## config.mk

```make
export PLATFORM = sky130hd
export DESIGN_NAME = missile_array_renderer
export DESIGN_NICKNAME = d
export VERILOG_FILES = /design/src/rtl/missile_pkg.sv /design/src/rtl/missile_slot.sv /design/src/rtl/missile_array_renderer.sv
export SDC_FILE = /design/constraint.sdc
export NUM_CORES = 1
export LEC_CHECK = 0
export CORE_MARGIN = 10
export CORE_UTILIZATION = 60
export DETAILED_ROUTE_END_ITERATION = 10
export PLACE_DENSITY = 0.81
export SYNTH_ARGS = -nofsm -noshare
export SYNTH_HDL_FRONTEND = slang
export SYNTH_HIERARCHICAL = 1
export SYNTH_SLANG_ARGS = --single-unit
export TNS_END_PERCENT = 100
```

## constraint.sdc

```tcl
create_clock -name clk -period 6.8 [get_ports clk]
set_input_delay 1.02 -clock clk [delete_from_list [all_inputs] [get_ports clk]]
set_output_delay 1.02 -clock clk [all_outputs]
set_load 0.01 [all_outputs]
```

## src/rtl/missile_pkg.sv

```systemverilog
// Shared geometry defaults and slot state layout for the missile array.
package missile_pkg;

  localparam int unsigned COORD_W     = 9;
  localparam int unsigned MISSILE_W   = 2;
  localparam int unsigned MISSILE_H   = 8;
  localparam int unsigned SPEED       = 4;
  localparam int unsigned UPDATE_LINE = 240;

  typedef struct packed {
    logic               active;
    logic [COORD_W-1:0] x;
    logic [COORD_W-1:0] y;
  } slot_t;

endpackage

```

## src/rtl/missile_slot.sv

```systemverilog
// One missile slot: position/active registers, launch/kill/motion, and hit test.
module missile_slot
  import missile_pkg::*;
#(
  parameter int unsigned MISSILE_W = missile_pkg::MISSILE_W,
  parameter int unsigned MISSILE_H = missile_pkg::MISSILE_H,
  parameter int unsigned SPEED     = missile_pkg::SPEED
) (
  input  logic         clk,
  input  logic         reset,
  input  logic         load,
  input  logic         kill,
  input  logic         move,
  input  logic [8:0]   load_x,
  input  logic [8:0]   load_y,
  input  logic [8:0]   hpos,
  input  logic [8:0]   vpos,
  output logic         active,
  output logic         hit_c
);

  slot_t slot_q, slot_d;

  logic [9:0] h10, v10, x_lo, x_hi, y_lo, y_hi;

  // Next slot state: kill beats load, load beats per-frame motion.
  always_comb begin
    slot_d = slot_q;
    if (kill) begin
      slot_d.active = 1'b0;
    end else if (load) begin
      slot_d.active = 1'b1;
      slot_d.x      = load_x;
      slot_d.y      = load_y;
    end else if (move && slot_q.active) begin
      if (slot_q.y < 9'(SPEED)) slot_d.active = 1'b0;
      else                      slot_d.y      = slot_q.y - 9'(SPEED);
    end
  end

  // Slot registers.
  always_ff @(posedge clk or negedge reset) begin
    if (!reset) slot_q <= '0;
    else        slot_q <= slot_d;
  end

  // Hit test on 10-bit sums so sprites past 511 clip instead of wrapping; top row is blank.
  always_comb begin
    h10   = {1'b0, hpos};
    v10   = {1'b0, vpos};
    x_lo  = {1'b0, slot_q.x};
    x_hi  = {1'b0, slot_q.x} + 10'(MISSILE_W);
    y_lo  = {1'b0, slot_q.y} + 10'd1;
    y_hi  = {1'b0, slot_q.y} + 10'(MISSILE_H);
    hit_c = slot_q.active && (h10 >= x_lo) && (h10 < x_hi) &&
            (v10 >= y_lo) && (v10 < y_hi);
  end

  assign active = slot_q.active;

endmodule

```

## src/rtl/missile_array_renderer.sv

```systemverilog
// N-slot missile renderer: launch handshake, kill, per-frame motion, pixel output.
module missile_array_renderer
  import missile_pkg::*;
#(
  parameter int unsigned N_MISSILES  = 4,
  parameter int unsigned IDX_W       = 2,
  parameter int unsigned MISSILE_W   = missile_pkg::MISSILE_W,
  parameter int unsigned MISSILE_H   = missile_pkg::MISSILE_H,
  parameter int unsigned SPEED       = missile_pkg::SPEED,
  parameter int unsigned UPDATE_LINE = missile_pkg::UPDATE_LINE
) (
  input  logic                  clk,
  input  logic                  reset,
  input  logic [8:0]            hpos,
  input  logic [8:0]            vpos,
  input  logic                  display_on,
  input  logic                  fire_req,
  input  logic [8:0]            fire_x,
  input  logic [8:0]            fire_y,
  output logic                  fire_ack,
  output logic                  fire_full,
  input  logic                  kill_valid,
  input  logic [IDX_W-1:0]      kill_idx,
  output logic [N_MISSILES-1:0] active_mask,
  output logic                  gfx,
  output logic [IDX_W-1:0]      gfx_idx
);

  logic [N_MISSILES-1:0] active_vec, hit_vec, load_sel, kill_sel;
  logic                  free_found, fire_go, move_c, hit_any;
  logic                  fire_ack_q, fire_ack_d, gfx_q, gfx_d;
  logic [IDX_W-1:0]      gfx_idx_q, gfx_idx_d;

  assign move_c = (hpos == 9'd0) && (vpos == 9'(UPDATE_LINE));

  // Lowest free slot gets the launch; kills only address slots that are live.
  always_comb begin
    load_sel   = '0;
    kill_sel   = '0;
    free_found = 1'b0;
    for (int i = 0; i < int'(N_MISSILES); i++) begin
      if (!active_vec[i] && !free_found) begin
        load_sel[i] = 1'b1;
        free_found  = 1'b1;
      end
      kill_sel[i] = kill_valid && (kill_idx == IDX_W'(i)) && active_vec[i];
    end
    fire_go    = fire_req && !fire_ack_q && free_found;
    fire_ack_d = fire_go;
  end

  genvar g;
  generate
    for (g = 0; g < int'(N_MISSILES); g++) begin : g_slot
      missile_slot #(
        .MISSILE_W (MISSILE_W),
        .MISSILE_H (MISSILE_H),
        .SPEED     (SPEED)
      ) u_slot (
        .clk    (clk),
        .reset  (reset),
        .load   (fire_go && load_sel[g]),
        .kill   (kill_sel[g]),
        .move   (move_c),
        .load_x (fire_x),
        .load_y (fire_y),
        .hpos   (hpos),
        .vpos   (vpos),
        .active (active_vec[g]),
        .hit_c  (hit_vec[g])
      );
    end
  endgenerate

  // Lowest-index hit wins the pixel; index reads 0 when nothing is hit.
  always_comb begin
    hit_any   = 1'b0;
    gfx_idx_d = '0;
    for (int i = 0; i < int'(N_MISSILES); i++) begin
      if (hit_vec[i] && !hit_any) begin
        hit_any   = 1'b1;
        gfx_idx_d = IDX_W'(i);
      end
    end
    gfx_d = display_on && hit_any;
  end

  // Output registers.
  always_ff @(posedge clk or negedge reset) begin
    if (!reset) begin
      fire_ack_q <= 1'b0;
      gfx_q      <= 1'b0;
      gfx_idx_q  <= '0;
    end else begin
      fire_ack_q <= fire_ack_d;
      gfx_q      <= gfx_d;
      gfx_idx_q  <= gfx_idx_d;
    end
  end

  assign fire_ack    = fire_ack_q;
  assign fire_full   = &active_vec;
  assign active_mask = active_vec;
  assign gfx         = gfx_q;
  assign gfx_idx     = gfx_idx_q;

endmodule

```

run_1/registers.png
The bar under the picture is 50 um long.
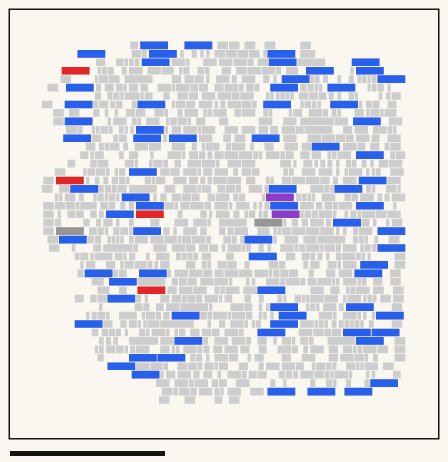
Key: purple = `gfx_idx` [placed flops 2]; red = `g_slot.u_slot/active` [placed flops 4]; blue = `g_slot.u_slot/slot_q` [placed flops 72, where all over the die]
Another 2 sequential cells are not coloured.
FF/Latch Area: 2000 um2
sequential share of cell area: 21.5%
power dissipated in sequential cells: 1.08 mW

run_1/metal_stack.png
The bar under the picture is 50 um long.
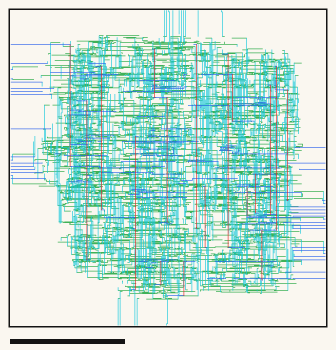
Key: red = met4 [wire length 792 um]; blue = met3 [wire length 1520 um]; cyan = met2 [wire length 10100 um]; green = met1 [wire length 9840 um]
all-layer global routing usage: 23.9%
Routed Wire Length: 22.3 mm

run_1/final_congestion.png
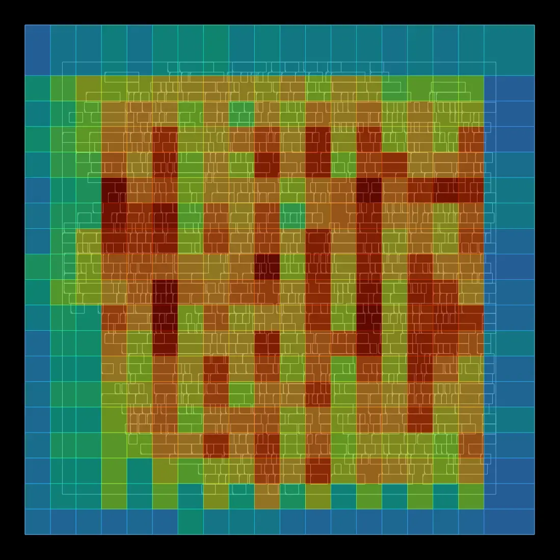
met3 demand-to-capacity share in global routing: 4.17%
global routing met2 resource utilization: 38.2%

==> impl_report.txt, run 1 <==
==== FLOW RESULTS ====
----------------------------------------------------
[Outcome]
  Run status ........................ completed

[Global route]
  Wire length of the first global-routing pass ........................ around 36 mm
  Initial antenna violation count ........................ 0
  Pin count of the biggest net entering global routing ........................ around 81
  Number of global-route vias before repair ........................ about 7000
  Fraction of met1 tracks used by global routing ........................ 31.1%
  Global route total overflow ........................ 0

[Clocking]
  Clk slew on worst S/H paths ........................ 0.06 ns
  TritonCTS clock tree ........................ done
  # resized after CTS ........................ 0
  Buffer levels on the longest clock path ........................ 2
  H-tree Lvls ........................ 3
  Clk sinks ........................ roughly 80
  Number of buffers inserted during clock tree synthesis ........................ 9
  CTS root buffer ........................ sky130_fd_sc_hd__clkbuf_16
  Quantity of hold-fixing buffers added after cts ........................ 0

[Logic synthesis]
  Leading cell type by number of instances after synthesis ........................ sky130_fd_sc_hd__ha_1
  Yosys cell types ........................ 66
  Sequential element share of the synthesized area ........................ between 20 and 25%
  Mean cell area of the mapped netlist ........................ 8.68 um2
  Post-synthesis share of cell area spent on xor and xnor gates ........................ under 10%
  Most instantiated flip-flop cell in the synthesis netlist ........................ sky130_fd_sc_hd__dfrtp_1
  Yosys top cell area share ........................ around a quarter
  Most common library cells after synthesis ........................ sky130_fd_sc_hd__ha_1, sky130_fd_sc_hd__nand2_1, sky130_fd_sc_hd__dfrtp_1
  Mux area share ........................ 0%
  Compound Share, Synth ........................ between 10% and 20%
  Adder-cell area share of the yosys netlist ........................ between 20% and 30%
  Top non-seq family ........................ adder cells
  Fraction of the mapped netlist area in simple logic gates ........................ 17.9%
  Cells after Synth ........................ 960
  Count of instantiated cells in the yosys netlist ........................ 960
  Number of enable flip-flop cells ........................ 0

[Die]
  Die span in x ........................ roughly 140 um
  Cell Rows ........................ 43
  Initial standard-cell utilization of the core ........................ 60.8%
  Number of ports placed on the die boundary ........................ around 52
  Tapcells inserted ........................ 180
  Die height ........................ 138 um
  Area of the die ........................ between 15000 and 20000 um2

[Power]
  Total clock network power ........................ 0.542 mW
  Pwr Density ........................ around 400 nW/um2
  Combinational group power ........................ around 2.2 mW
  Internal power contribution ........................ ~2.1 mW
  Clock share of power ........................ about 14%
  Share of total power in combinational logic ........................ 57.5%
  Reg power frac ........................ 28.3%
  Worst VDD drop ........................ 0.177 mV
  Leakage power total ........................ around 4.1 nW
  Psw ........................ 1.76 mW
  Leading power group ........................ combinational cells

[Route]
  Detailed-routing iteration count for the pre-antenna-repair pass ........................ 5
  Highest metal used ........................ met4
  Remaining number of nets flagged by the antenna check after routing ........................ 0
  Total length of routed met2 wires ........................ approximately 10 mm
  Drt drc ........................ 0
  Via count ........................ around 7300
  M1 WL ........................ roughly 9.8 mm

[Final layout]
  Sequential cell count ........................ approximately 80
  Bufs w/o clock ........................ 58
  Total Nets Final ........................ roughly 1200
  Combined area of the multi-input logic cells ........................ about 5900 um2
  Count of inverters not on the clock network in the layout ........................ 83
  Clock buf count ........................ 12
  Area growth from synthesis to layout ........................ 11.5%
  Fill cell count ........................ about 1100
  Combinational share of cell area ........................ ~63%
  Most common cell after layout, fill and taps aside ........................ sky130_fd_sc_hd__ha_1
  Non-Clock Buffer Area Fraction ........................ between 6 and 7%
  N_diodes ........................ 0
  Proportion of cell area spent on the clock network ........................ under 10%
  Dominant logic cell types in the final layout ........................ sky130_fd_sc_hd__ha_1, sky130_fd_sc_hd__nand2_1, sky130_fd_sc_hd__dfrtp_1, sky130_fd_sc_hd__inv_1, sky130_fd_sc_hd__o21ai_0

[STA]
  Clock skew ........................ between 0.005 and 0.006 ns
  Final Max-Slew Violation Tally ........................ 0
  Final-report setup violation count ........................ 0
  Setup TNS ........................ 0 ns
  Final Hold Viols ........................ 0
  Minimum period implied by the final worst setup slack ........................ about 3.6 ns
  Maximum clock frequency ........................ 278 MHz
  Unrepaired setup endpoints after global routing ........................ no
  Max-slew headroom ........................ 29.6%

[Critical path]
  Sort of element at the start of the critical path ........................ input port
  Critical Setup Path Class ........................ in2reg
  Top fanout value on the critical path ........................ 9
  Sort of element at the end of the critical path ........................ flip-flop

[Placed design]
  Number of I/O port buffers ........................ roughly 51
  Final weighted congestion in routability-driven placement ........................ 0.944

[Flow run]
  Number of warning messages in the logs ........................ roughly 46
  Number of max-capacitance violations reported ........................ 0

[Min path]
  Classification of the worst-slack hold path ........................ reg2reg

----------------------------------------------------
[run 1: final timing paths]
kind                                        startpoint                     endpoint  depth (start not counted)  slack (ns)
max                                            hpos[7]   g_slot[3].u_slot/slot_q[4]                          9        3.20
min                         g_slot[3].u_slot/slot_q[9]   g_slot[3].u_slot/slot_q[9]                          2        0.50
max reg2reg                g_slot[2].u_slot/slot_q[10]                   gfx_idx[0]                         13        3.81
min reg2reg                 g_slot[3].u_slot/slot_q[9]   g_slot[3].u_slot/slot_q[9]                          2        0.50
max in group asynchronous                        reset   g_slot[2].u_slot/slot_q[7]                          1        5.26
min in group asynchronous                        reset  g_slot[3].u_slot/slot_q[14]                          1        0.86
[run 1: through the flow]
step / total power, mW / utilization, % / instances / instance area, um2 / hold slack [ns]
finish: 3.82 / 67.8 / 1185 / 9300 / 0.500
detailed placement: 3.22 / 65.4 / 1170 / 8980 / 0.491
global route: 4.19 / 67.8 / 1185 / 9300 / 0.531
floorplan: 2.66 / - / 960 / 8340 / 0.450
global placement: 3.14 / 65.4 / 1170 / 8980 / 0.470
CTS: 3.80 / 67.8 / 1185 / 9300 / 0.504
[run 1: worst max-delay path, cell delays in order]
cell                              delay (ns)
sky130_fd_sc_hd__clkdlybuf4s50_1        0.70
sky130_fd_sc_hd__nor4_1                 0.45
sky130_fd_sc_hd__nand4_1                0.16
sky130_fd_sc_hd__nor2_1                 0.41
sky130_fd_sc_hd__inv_1                  0.17
sky130_fd_sc_hd__a311oi_4               0.41
sky130_fd_sc_hd__nand2_1                0.13
sky130_fd_sc_hd__xnor2_1                0.15
sky130_fd_sc_hd__o221a_1                0.24
[run 1: sequential cells by signal, indices dropped and copies added (netlist names)]
register              flops
fire_ack                  1
g_slot.u_slot/active      4
g_slot.u_slot/slot_q     72
gfx                       1
gfx_idx                   2
run_1/zoom.png
The bar under the picture is 5 um long. Window x 59 to 79, y 87 to 107 um. Cells in grey, sequential cells in the stronger grey; small squares are vias.
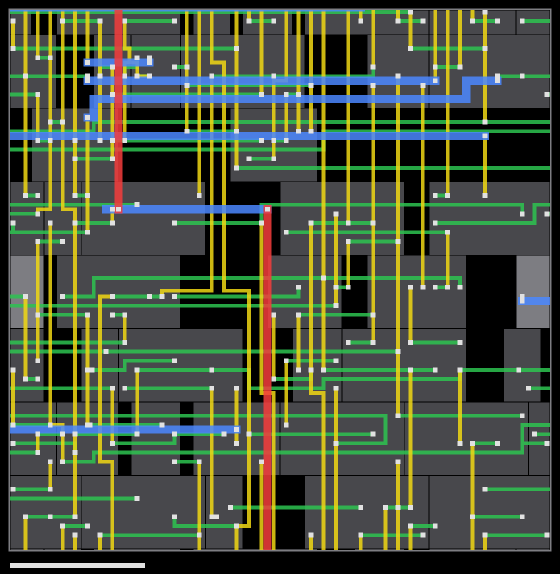

--- run 2 (diff from run 1) ---
clock period = 3.4 ns   (was 6.8 ns; I/O delays follow)
run_2/zoom.png
The bar under the picture is 5 um long. Window x 59 to 79, y 87 to 107 um. Cells in grey, sequential cells in the stronger grey; small squares are vias.
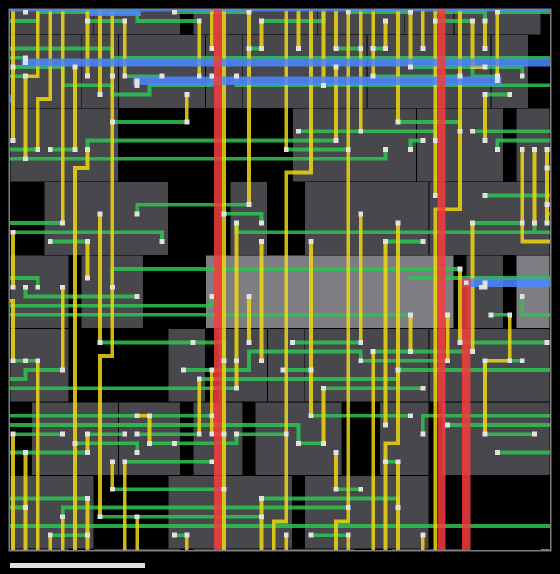
Key: green = met1; red = met4; yellow = met2; blue = met3
Sequential cells in the window: 1. Netlist names of flops here include `g_slot.u_slot/slot_q` (1). 34 logic cells have their middle in the window. Most frequent: ha_1 (13), nor2_1 (3), inv_1 (3).

==> run 2 against run 1 <==
  * Non-clock buffer count rose by 12
  * Clock skew rose by 0.0011 ns
  * First-iteration DRC count rose by 12%
  * Synthesized cell count did not move
  * Register-to-register slack got worse by 3.5 ns
  * Global-route usage rose by 0.57 points
  * Final area rose by 1.2%
  * Critical endpoint is now gfx_idx[0]
  * Synthesized area did not move
  * Clock power rose by 110%
  * Worst hold slack got worse by 0.16 ns
==> impl_report.txt, run 2 <==
==== FLOW RESULTS ====
----------------------------------------------------
[Logic synthesis]
  Yosys top cell area share ........................ 25.2%
  Most instantiated flip-flop cell in the synthesis netlist ........................ sky130_fd_sc_hd__dfrtp_1
  Cells after Synth ........................ about 960
  Sequential element share of the synthesized area ........................ between 20% and 30%
  Most common library cells after synthesis ........................ sky130_fd_sc_hd__ha_1, sky130_fd_sc_hd__nand2_1, sky130_fd_sc_hd__dfrtp_1
  Leading cell type by number of instances after synthesis ........................ sky130_fd_sc_hd__ha_1

[Critical path]
  Critical Setup Path Class ........................ reg2reg
  Longest individual stage delay on the worst path ........................ about 0.46 ns
  Buffers and inverters on the worst path ........................ 1
  Top fanout value on the critical path ........................ 4
  Family with the most delay on the worst path ........................ simple AND/OR/NAND/NOR gates
  Sort of element at the start of the critical path ........................ flip-flop
  Slowest-stage cell, CP ........................ sky130_fd_sc_hd__or4b_1

[Final layout]
  Final standard cell count with taps included and fillers excluded ........................ 1196
  Dominant logic cell types in the final layout ........................ sky130_fd_sc_hd__ha_1, sky130_fd_sc_hd__nand2_1, sky130_fd_sc_hd__dfrtp_1, sky130_fd_sc_hd__inv_1, sky130_fd_sc_hd__o21ai_0
  Final cell area excluding filler cells ........................ about 9400 um2
  Most common cell after layout, fill and taps aside ........................ sky130_fd_sc_hd__ha_1

[STA]
  Final Hold Viols ........................ 0
  Maximum clock frequency ........................ around 320 MHz
  Unrepaired setup endpoints after global routing ........................ no
  Clock skew ........................ about 0.0069 ns
  Minimum period implied by the final worst setup slack ........................ 3.08 ns
  Final Max-Slew Violation Tally ........................ 0

[Placed design]
  Cell Area, Placed ........................ between 9000 and 10000 um2
  Final weighted congestion in routability-driven placement ........................ between 0.9 and 1

[Clocking]
  CTS root buffer ........................ sky130_fd_sc_hd__clkbuf_16
  Clk slew on worst S/H paths ........................ 0.06 ns
  H-tree Lvls ........................ 3
  Number of buffers inserted during clock tree synthesis ........................ 9
  Buffer levels on the longest clock path ........................ 2

[Route]
  Total length of routed met2 wires ........................ ~11 mm
  Via count ........................ 7414
  Remaining number of nets flagged by the antenna check after routing ........................ 0

[Die]
  Cell Rows ........................ around 43
  Area of the die ........................ between 15000 and 20000 um2
  Die height ........................ ~140 um
  Initial standard-cell utilization of the core ........................ between 60% and 70%

[Global route]
  Wire length of the first global-routing pass ........................ about 37 mm
  Pin count of the biggest net entering global routing ........................ roughly 81

[Outcome]
  Run status ........................ completed

[Power]
  Worst VDD drop ........................ 0.350 mV
  Leakage power total ........................ 4.20 nW

[Flow run]
  Number of max-capacitance violations reported ........................ 0

----------------------------------------------------
run_2/registers.png
The bar under the picture is 50 um long.
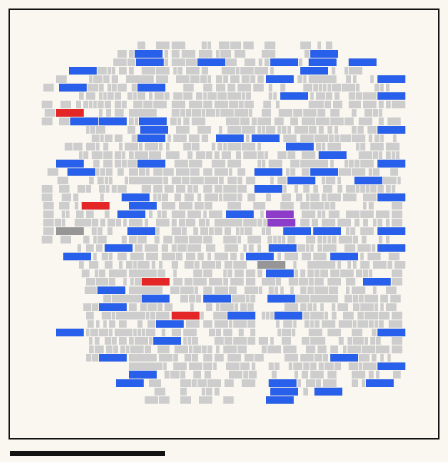
Key: purple = `gfx_idx` [placed flops 2]; blue = `g_slot.u_slot/slot_q` [placed flops 72, where all over the die]; red = `g_slot.u_slot/active` [placed flops 4]
Another 2 sequential cells are not coloured.
sequential share of cell area: 21.3%
utilization of the core after routing: 68.6%
power dissipated in sequential cells: 2.12 mW

[run 2: cell types whose count changed in the layout (fill, tap and decap cells not counted), sizes merged]
cell    before  now
buf          8   20
clkinv       1    0
bufinv       2    3
clkbuf      12   11
[run 2: layout make-up]
| type | count | area, um2 |
|---|---|---|
| multi-input cells | 769 | 5880 |
| inverters | 83 | 312 |
| flip-flops and latches | 80 | 2000 |
| fillers | 1094 | 4310 |
| repair buffers | 70 | 651 |
| clock inverters | 3 | 90.1 |
| clock buffers | 11 | 253 |
| well taps | 180 | 225 |
[run 2: where the power goes]
group,internal (mW),switching (mW)
sequential,1.40,0.723
clock,0.750,0.397
combinational,2.06,2.42
[run 2: path summary, 6_finish.rpt]
kind,startpoint,end,slack [ns],depth (start not counted)
min in group clk,g_slot[1].u_slot/slot_q[9],g_slot[1].u_slot/slot_q[9],0.51,2
max in group asynchronous,reset,g_slot[0].u_slot/slot_q[3],2.33,1
worst max register to register,g_slot[2].u_slot/slot_q[10],gfx_idx[0],0.32,13
worst min register to register,g_slot[1].u_slot/slot_q[9],g_slot[1].u_slot/slot_q[9],0.51,2
worst max-delay path,g_slot[2].u_slot/slot_q[10],gfx_idx[0],0.32,13
worst min-delay path,reset,g_slot[3].u_slot/slot_q[11],0.34,1
[run 2: cell families (layout without fill, tap and decap cells)]
kind of cell               after synthesis  after routing  share of synthesized area (%)
and+or+nand+nor                        289            289                           17.9
AOI/OAI and AO/OA                      230            230                           18.7
xor gates and xnor gates                82             82                           8.61
DFF                                     80             80                           24.0
adders and majority gates              168            168                           25.2
buffers and inverters                  111            167                           5.57
[run 2: layer usage]
metal	vias to the layer above	GRT usage (%)
met4	0	9.21
met3	52	3.26
met5	-	0
li1	3581	-
met2	284	41.4
met1	3497	30.9
Power figures rest on the tool's default switching activity, not on a simulated workload.
